**The metal 1 layer**

The bar under the picture is 10 um long. Cells faint in the background.
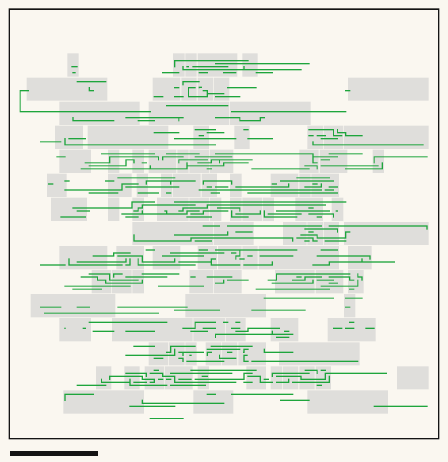
**Metal 2**

The bar under the picture is 10 um long. Cells faint in the background.
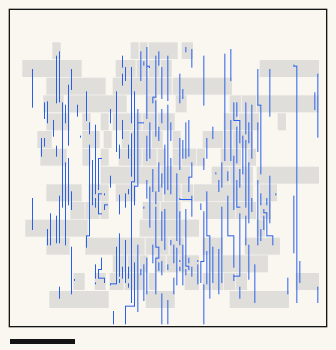
==> config.mk <==
export PLATFORM = sky130hd
export DESIGN_NAME = usb_tx_line_encoder
export DESIGN_NICKNAME = d
export VERILOG_FILES = /design/src/rtl/usb_tx_line_encoder.sv
export SDC_FILE = /design/constraint.sdc
export NUM_CORES = 1
export LEC_CHECK = 0
export ABC_CLOCK_PERIOD_IN_PS = 3250
export CAP_MARGIN = 0
export CORE_UTILIZATION = 45
export CTS_CLUSTER_DIAMETER = 50
export DETAILED_ROUTE_END_ITERATION = 16
export DONT_BUFFER_PORTS = 1
export GPL_TIMING_DRIVEN = 1
export HOLD_SLACK_MARGIN = 0.15
export PLACE_DENSITY = 0.62
export SYNTH_ARGS = -nofsm -noshare
export SYNTH_HDL_FRONTEND = slang
export SYNTH_SLANG_ARGS = --single-unit
==> constraint.sdc <==
create_clock -name clk -period 3.25 [get_ports clk]
set_clock_uncertainty 0.15 [all_clocks]
set_input_delay 0.65 -clock clk [delete_from_list [all_inputs] [get_ports clk]]
set_output_delay 0.65 -clock clk [all_outputs]
set_load 0.02 [all_outputs]
==> reports/qor.txt <==
Area leader share: 33.6%
Worst VDD drop: 0.354 mV
Crit-path slowest cell: or4b_1
Nets@finish: 114
Latency at later pin: 0.29 ns
Sw frac: 43.3%
Post-Synthesis Cells: 103
Synth warn: 0
Slew @ Worst Pin: 0.692 ns
Max FFs per register: 4
Final-report setup violation count: 0
Pins Over Slew Limit: 0
Clk sinks: 15
Critical Path AT: 2.18 ns
R2r worst-path depth: 5
Mean post-synth cell area: 9.40 um^2
Status: complete, no violations
Tot GR Track Use: 21.4%
Async set-reset flop share out of synthesis: 100%
Worst-path maximum fanout: 7
Share of layout cells above drive strength 1: 11.5%
Initial antenna violation count: 0
Vias per cell: 6.46
Internal power: 421 uW
Layout area overhead: 5.30%
DRT iter0 DRCs: 20
TNS Setup: 0 ns
Yosys top cell by instances: dfrtp_1
Post-Route Utilization: 50.9%
Top cells by area: dfrtp_1 34%, dfstp_2 5.4%, a21oi_1 3.6%
Full die area: 0.00234 mm^2
Root Driver: clkbuf_4
Min Tclk post-route: 2.17 ns
First-pass GRT wire length: 3820 um
DRC viols: 0
# H-tree levels: 1
Multiplexer share: 1.03%
Worst path cell trace: ha_1 > or4b_1 > a31oi_1 > nor3b_2 > o22ai_1
Crit path DRT: 3.26 ns
Crit-path max cell delay: 0.51 ns
Max-Cap Viols: 0
Worst Setup End Kind: flop
Total core area: 0.00200 mm^2
Back to the opening pictures, 'the metal 1 layer':
The longest straight run is 19.3 um. The layer holds 47% of the routed length. The layer carries 1010 um of wire. 110 nets have wire on it. The wires run mostly horizontal.
vias: 846
final WL: 2150 um
met1 usage: 30.5%

Back to the opening pictures, 'metal 2':
The longest straight run is 36.2 um. The layer holds 42% of the routed length. The wires run mostly vertical.
met2 Use GR: 29.6%

[per-layer routing]
layer / vias to the layer above / routed length, um / track usage (%)
met1: 402 / 1010 / 30.5
met2: 43 / 914 / 29.6
met3: 5 / 200 / 7.55
met4: 0 / 29 / 7.84
met5: - / 0 / 0
li1: 396 / - / -
[layout make-up]
type	instances	share of cell area, %
clock buffer	4	2.58
tap	27	3.31
multi-input combinational	78	53.9
inverter	6	2.21
sequential	15	37.1
timing repair buffer	1	0.982
[power by group through the flow]
stage	Clock [uW]	Sequential, uW	Combinational (uW)
2_1_floorplan	0	309	263
3_3_place_gp	0	342	273
3_5_place_dp	0	346	282
4_1_cts	114	343	286
5_1_grt	120	356	327
6_report	110	343	289
[metrics by stage]
stage	hold slack (ns)	setup slack, ns	power (uW)	instance area, um^2
floorplan	0.204	1.24	572	968
global placement	0.205	1.15	616	983
detailed placement	0.205	1.08	628	983
CTS	0.257	1.07	743	1020
global route	0.257	0.940	804	1020
finish	0.260	1.08	742	1020
[timing repair]
| action | 4_1_cts | 5_1_grt |
|---|---|---|
| hold endpoints to repair | 15 | 0 |
| setup buffers | 0 | 0 |
| resized | 0 | 0 |
| hold buffers | 1 | 0 |
[cell families (layout without fill, tap and decap cells)]
kind of cell             count (synthesis)  in the layout
flip-flops                              15             15
adder cells (fa/ha/maj)                  2              2
AND-OR/OR-AND                           34             34
AND/OR/NAND/NOR                         39             39
buffers and inverters                   10             11
multiplexers                             1              1
XOR/XNOR                                 2              2
[placed cells by master (no fill, tap or decap), drive strengths merged, types with 2 or more instances in the layout]
master and n:
nor2b 3, nand2b 2, clkbuf 4, ha 2, nor2 8, a21oi 7, nor3b 2, o32ai 3
a31oi 4, a221o 2, a41oi 2, or3b 3, nand4 3, nand2 7, dfstp 2, inv 6
nor3 5, o21ai 7, nor4b 2, dfrtp 13
[critical path, delay by kind of cell, from the launching register on]
family | cells | cell delay, ns
fa+ha+maj | 1 | 0.33
compound gates | 2 | 0.32
flops | 1 | 0.50
simple gates | 2 | 0.74
Power and IR drop assume default switching activity.
